[src/rtl/ptp_ka10.sv]
// KA10 paper tape punch: CONO/CONI/DATAO device with front-end frame handshake.
// Optional PTP_TAPE_FEED_EN adds key_tape_feed to punch blank leader frames.
module ptp_ka10 #(
   parameter logic [6:0] DEVNO       = 7'o20,
   parameter int         PUNCH_DELAY = 100
) (
   input  logic        clk,
   input  logic        reset,
   input  logic        iobus_iob_poweron,
   input  logic        iobus_iob_reset,
   input  logic        iobus_datao_clear,
   input  logic        iobus_datao_set,
   input  logic        iobus_cono_clear,
   input  logic        iobus_cono_set,
   input  logic        iobus_iob_fm_datai,
   input  logic        iobus_iob_fm_status,
   input  logic        iobus_rdi_pulse,
   input  logic [3:9]  iobus_ios,
   input  logic [0:35] iobus_iob_in,
   output logic [0:35] iobus_iob_out,
   output logic [1:7]  iobus_pi_req,
   output logic        iobus_dr_split,
   output logic        iobus_rdi_data,
`ifdef PTP_TAPE_FEED_EN
   input  logic        key_tape_feed,
`endif
   input  logic        s_read,
   output logic [31:0] s_readdata,
   output logic        fe_data_rq
);

   localparam int CW = (PUNCH_DELAY > 1) ? $clog2(PUNCH_DELAY) : 1;

   typedef enum logic [1:0] {IDLE, FE_WAIT, PUNCH} state_t;

   state_t        state, state_n;
   logic [CW-1:0] cnt, cnt_n;
   logic [7:0]    frame, frame_n;
   logic          bin, bin_n;
   logic          busy, busy_n;
   logic          flag, flag_n;
   logic [2:0]    pia, pia_n;

   logic          sel, ld, clr;
   logic [7:0]    dv;

`ifdef PTP_TAPE_FEED_EN
   logic          feeding, feeding_n;
   logic          pend, pend_n;
   logic [7:0]    pend_data, pend_data_n;
`endif

   logic unused_ok;
   assign unused_ok = ^{iobus_datao_clear, iobus_rdi_pulse,
                        iobus_iob_fm_datai, iobus_iob_in[0:27],
                        iobus_iob_in[31]};

   assign sel = (iobus_ios == DEVNO);
   assign ld  = sel && iobus_datao_set && !busy;
   assign clr = !iobus_iob_poweron || iobus_iob_reset;
   assign dv  = bin ? {2'b10, iobus_iob_in[30:35]}
                    : iobus_iob_in[28:35];

   always_comb begin
      state_n = state;
      cnt_n   = cnt;
      frame_n = frame;
      bin_n   = bin;
      busy_n  = busy;
      flag_n  = flag;
      pia_n   = pia;
`ifdef PTP_TAPE_FEED_EN
      feeding_n   = feeding;
      pend_n      = pend;
      pend_data_n = pend_data;
`endif

      if (sel && iobus_cono_clear) begin
         bin_n  = 1'b0;
         flag_n = 1'b0;
         pia_n  = 3'd0;
      end
      if (sel && iobus_cono_set) begin
         bin_n  = bin_n  | iobus_iob_in[30];
         flag_n = flag_n | iobus_iob_in[32];
         pia_n  = pia_n  | iobus_iob_in[33:35];
      end

`ifdef PTP_TAPE_FEED_EN
      // DATAO landing mid feed-frame is parked until that frame ends
      if (ld && state != IDLE) begin
         pend_n      = 1'b1;
         pend_data_n = dv;
         busy_n      = 1'b1;
         flag_n      = 1'b0;
      end
`endif

      unique case (state)
         IDLE: begin
            if (ld) begin
               frame_n = dv;
               busy_n  = 1'b1;
               flag_n  = 1'b0;
               state_n = FE_WAIT;
            end
`ifdef PTP_TAPE_FEED_EN
            else if (key_tape_feed && !busy) begin
               frame_n   = 8'h00;
               feeding_n = 1'b1;
               state_n   = FE_WAIT;
            end
`endif
         end
         FE_WAIT: begin
            if (s_read) begin
               state_n = PUNCH;
               cnt_n   = CW'(PUNCH_DELAY - 1);
            end
         end
         PUNCH: begin
            if (cnt != '0) begin
               cnt_n = cnt - CW'(1);
            end else begin
               state_n = IDLE;
`ifdef PTP_TAPE_FEED_EN
               if (feeding) begin
                  feeding_n = 1'b0;
                  if (pend_n) begin
                     frame_n = pend_data_n;
                     pend_n  = 1'b0;
                     state_n = FE_WAIT;
                  end
               end else begin
                  busy_n = 1'b0;
                  flag_n = 1'b1;
               end
`else
               busy_n = 1'b0;
               flag_n = 1'b1;
`endif
            end
         end
         default: state_n = IDLE;
      endcase

      if (clr) begin
         state_n = IDLE;
         cnt_n   = '0;
         frame_n = 8'h00;
         bin_n   = 1'b0;
         busy_n  = 1'b0;
         flag_n  = 1'b0;
         pia_n   = 3'd0;
`ifdef PTP_TAPE_FEED_EN
         feeding_n   = 1'b0;
         pend_n      = 1'b0;
         pend_data_n = 8'h00;
`endif
      end
   end

   always_ff @(posedge clk or posedge reset) begin
      if (reset) begin
         state <= IDLE;
         cnt   <= '0;
         frame <= 8'h00;
         bin   <= 1'b0;
         busy  <= 1'b0;
         flag  <= 1'b0;
         pia   <= 3'd0;
`ifdef PTP_TAPE_FEED_EN
         feeding   <= 1'b0;
         pend      <= 1'b0;
         pend_data <= 8'h00;
`endif
      end else begin
         state <= state_n;
         cnt   <= cnt_n;
         frame <= frame_n;
         bin   <= bin_n;
         busy  <= busy_n;
         flag  <= flag_n;
         pia   <= pia_n;
`ifdef PTP_TAPE_FEED_EN
         feeding   <= feeding_n;
         pend      <= pend_n;
         pend_data <= pend_data_n;
`endif
      end
   end

   always_comb begin
      iobus_iob_out = '0;
      if (sel && iobus_iob_fm_status)
         iobus_iob_out = {30'd0, bin, busy, flag, pia};
   end

   always_comb begin
      iobus_pi_req = '0;
      for (int i = 1; i <= 7; i++)
         iobus_pi_req[i] = flag && (pia == 3'(i));
   end

   assign iobus_dr_split = 1'b0;
   assign iobus_rdi_data = 1'b0;
   assign s_readdata     = {24'd0, frame};
   assign fe_data_rq     = (state == FE_WAIT);

endmodule

[config.mk]
export PLATFORM = sky130hd
export DESIGN_NAME = ptp_ka10
export DESIGN_NICKNAME = d
export VERILOG_FILES = /design/src/rtl/ptp_ka10.sv
export SDC_FILE = /design/constraint.sdc
export NUM_CORES = 1
export LEC_CHECK = 0
export ABC_AREA = 1
export ABC_CLOCK_PERIOD_IN_PS = 1800
export CAP_MARGIN = 15
export CORE_MARGIN = 2
export CORE_UTILIZATION = 34
export DETAILED_ROUTE_END_ITERATION = 7
export GPL_TIMING_DRIVEN = 0
export PLACE_DENSITY = 0.8
export REMOVE_ABC_BUFFERS = 1
export SLEW_MARGIN = 20
export SYNTH_ARGS = -nofsm -noshare
export SYNTH_HDL_FRONTEND = slang
export SYNTH_SLANG_ARGS = --single-unit
[constraint.sdc]
create_clock -name clk -period 1.8 [get_ports clk]
set_input_delay 0.54 -clock clk [delete_from_list [all_inputs] [get_ports clk]]
set_output_delay 0.54 -clock clk [all_outputs]
set_load 0.01 [all_outputs]
Figure 1. The metal 1 layer.
The bar under the picture is 20 um long.
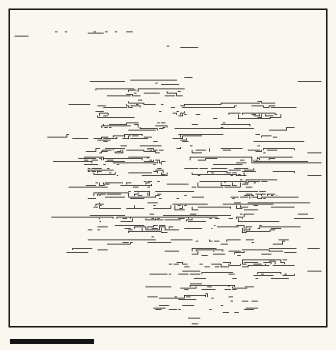
237 nets have wire on it. The longest straight run is 23.9 um.
GR met1 Demand/Resource: 14.9%
Routed WL: 3.63 mm
via count: 1462

Figure 2. Signal wires on met2.
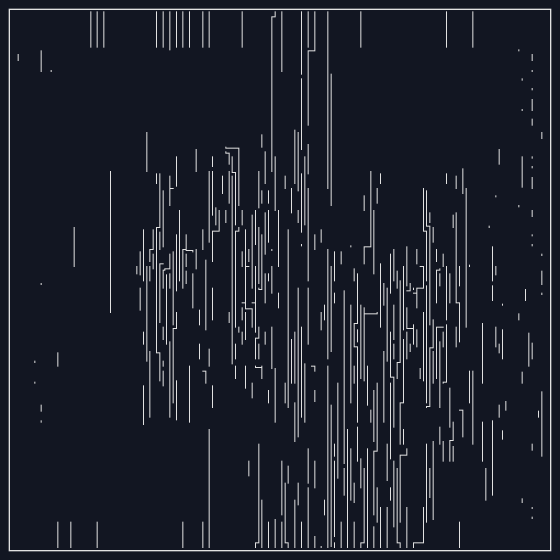
The layer carries 1900 um of wire. The longest straight run is 26.2 um.

Figure 3. The metal 3 layer.
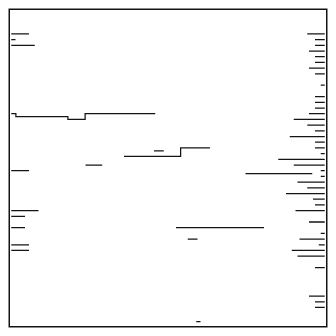
The layer carries 279 um of wire. The wires run mostly horizontal.
met3 usage: 3.17%

Figure 4. Congestion heat map.
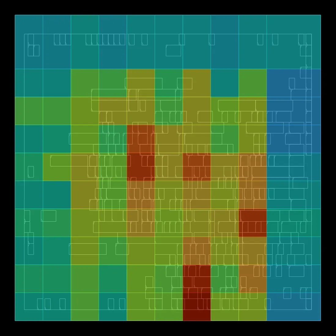
fin util: 43.1%
met2 Use GR: 23.6%
All-Layer GR Usage: 12.8%
drt wl/cell: 10.1 um
GRT busiest layer: met2

Figure 5. I/O nets highlighted.
The bar under the picture is 20 um long.
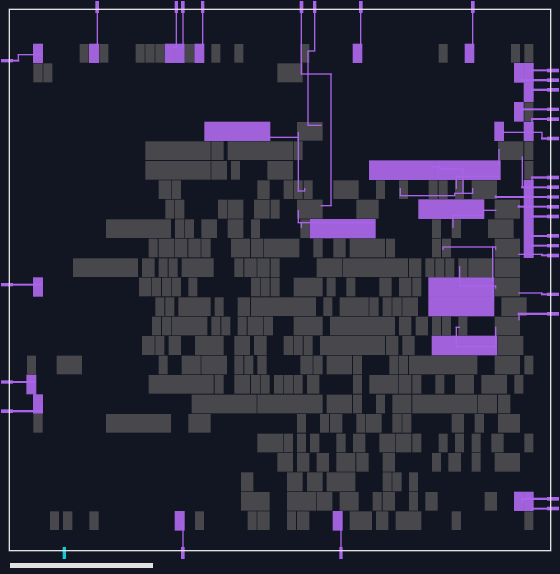
`s_readdata`: in purple, direction output, end cells 32, buffers 8, wire 275 um. `iobus_datao_clear`: in cyan, direction input, end cells 0, buffers 0.
number of buffers added on ports: 45
number of placed I/O pins: 133

==> state kept, by name, summed over array words and instances (netlist names) <==
name   cells
frame      8
cnt        7
pia        3
state      2
bin        1
busy       1
flag       1
==> timing repair <==
item | 4_1_cts | 5_1_grt
gates resized | 68 | 13
cloned | 0 | 0
buffers inserted | 4 | 0
setup endpoints to repair | 14 | 10
pin swaps | 7 | 6
==> cell type report <==
| cell class | count | area share (%) |
|---|---|---|
| clock buffer | 3 | 1.99 |
| inverter | 23 | 4.15 |
| sequential | 23 | 27.8 |
| clock inverter | 1 | 0.241 |
| multi-input combinational | 192 | 42.6 |
| tap | 67 | 4.03 |
| timing repair buffer | 49 | 19.2 |
==> synthesized netlist by cell type <==
library cell / count
nand2_2: 1
nand4_1: 6
dfrtp_1: 23
nand2_4: 2
ha_1: 2
buf_4: 56
nand3b_1: 2
nor2_1: 26
nand2_1: 61
o21ai_2: 1
o21ai_1: 1
a21oi_1: 4
nor2_4: 3
a21o_1: 1
nand3_2: 1
inv_2: 4
or2_2: 1
inv_1: 19
nor3_1: 3
nor2_2: 3
o21ai_0: 6
nand3_1: 12
conb_1: 1
==> power by group <==
group	total, uW	internal, uW	leakage, uW	switching [uW]
registers	540	529	0.000314	11.6
clock network	325	155	0.0000255	171
logic	226	77.7	0.000764	148
==> worst max-delay path, cell delays in order <==
cell     delay [ns]
buf_2          0.10
nor2_2         0.10
nand2_2        0.07
nor2_4         0.14
nand2_4        0.09
nor2_2         0.09
buf_2          0.15
==> final timing paths <==
path / from / to / slack, ns / depth (start not counted)
worst max-delay path: iobus_ios[7] / iobus_iob_out[31] / -0.03 / 7
worst min-delay path: frame[5]$_DFFE_PP0P_ / frame[5]$_DFFE_PP0P_ / 0.48 / 2
worst max register to register: cnt[0]$_DFFE_PP0P_ / cnt[0]$_DFFE_PP0P_ / 0.33 / 10
worst min register to register: frame[5]$_DFFE_PP0P_ / frame[5]$_DFFE_PP0P_ / 0.48 / 2
max in group asynchronous: reset / pia[0]$_DFF_PP0_ / 0.41 / 2
min in group asynchronous: reset / cnt[4]$_DFFE_PP0P_ / 0.77 / 2
==> kinds of logic (layout without fill, tap and decap cells) <==
group | count (synthesis) | after routing
adders and majority gates | 2 | 2
buffers and inverters | 79 | 76
DFF | 23 | 23
and+or+nand+nor | 121 | 121
other | 1 | 56
AOI/OAI and AO/OA | 13 | 13
==> metal layers <==
layer	share of wire, %	vias up	global-route usage, %	routed length [um]
li1	-	734	-	-
met1	39	663	14.9	1430
met2	52	61	23.6	1900
met3	7.7	4	3.17	279
met4	0.77	0	2.92	28
met5	0	-	0	0
==> metrics by stage <==
step | cells | util, % | setup slack (ns)
floorplan | 238 | - | 0.0138
global placement | 350 | 42.6 | -0.959
detailed placement | 350 | 42.6 | -1.00
CTS | 358 | 42.9 | -0.0294
global route | 358 | 43.1 | -0.0686
finish | 358 | 43.1 | -0.0264
==> impl_metrics.yaml <==
# flow metrics
yosys:
  ys_sh_xor_pct: 0
  ys_area_sq_um: 1730
  synth_flops: 23
  synth-simple-area-share_pct: 31.8
  ys_sh_aoi_pct: 4.11
  top_area_share_pct: 33.2
  yosysUniqueCellTypes: 23
  ys_cells: 239
  synth_cells: 239
  postSynthSeqShare_pct: 33.2
  synth_warnings: 0
  adder_share_pct: 1.44
  avgSynthCellArea_sq_um: 7.26
  syn-cell-area_sq_um: 1730
  area_leaders: "dfrtp_1 33%, buf_4 24%, nand2_1 13%, nor2_1 5.6%, inv_1 4.1%"
  yosysTopAreaCell: "dfrtp_1"
cells_and_area:
  fin_area_sq_um: 2080
  mi_logic_area_sq_um: 886
  nFillCells: 501
  num_antenna_cells: 0
  layout_top_cells: "58 x nand2_1, 56 x conb_1, 23 x clkdlybuf4s50_1, 22 x nor2_1, 22 x dfrtp_1"
  lay_top_count: "nand2_1"
  regArea_sq_um: 577
  area_delta_synth_final_pct: 19.8
  drive_gt1_share_pct: 17.9
floorplan:
  rows: 25
  die_x_um: 75.4
  die_h_um: 75.4
  fp-utilization_pct: 36.0
  core_region_area_sq_um: 4820
  chipArea_sq_um: 5690
setup_path:
  path_max_fanout: 6
  crit_type: "input pin to output port"
  critPathArrivalTime_ns: 1.29
  required_ns: 1.26
  cp-end-kind: "output port"
  start_kind: "input pin"
route:
  drc: 0
  drt_iter0_drc: 46
  drt-pass1-iter-count: 4
  antenna_left: 0
clocking:
  cts_tree: "done"
  cts_root_buf: "clkbuf_8"
  htreeDepth: 1
  clk_latency_ns: 0.27
  cts_max_path_buffers: 2
  hold_buffers: 0
timing:
  relSlewSlack_pct: 39.4
  max_freq_mhz: 548
  slew_viol_final: 0
  final.min_clock_period_ns: 1.83
  skew_ns: 0.00567
  layout_setup_ws_ns: -0.0264
  grt_setup_unrepaired: "yes"
  setup_viol: 4
  tightest_slew_ns: 0.907
  finalCritPeriodShare_pct: 101
  hold_violations: 0
run:
  maxCapViolCount: 0
  warnings: 59
run_status:
  outcome: "complete, but fails checks"
  violations: "negative setup slack"
worst_hold_path:
  holdCritPathClass: "register to register"
placement:
  place_area_sq_um: 2050
  gp_congestion: 0.849
  place_hpwl_mm: 2.83
pwr:
  static-leakage-power_uw: 0.00110
  power.density_nw_per_um2: 525
  ir_worst_vdd_mv: 0.293
  total_power_uw: 1090
grt:
  grt-ovfl-total: 0
  grt_pass1_wl_mm: 5.67
  grt_max_degree: 24
  antenna_found_initial: 0
  grt_pass1_vias: 1318
Power and IR drop assume default switching activity.
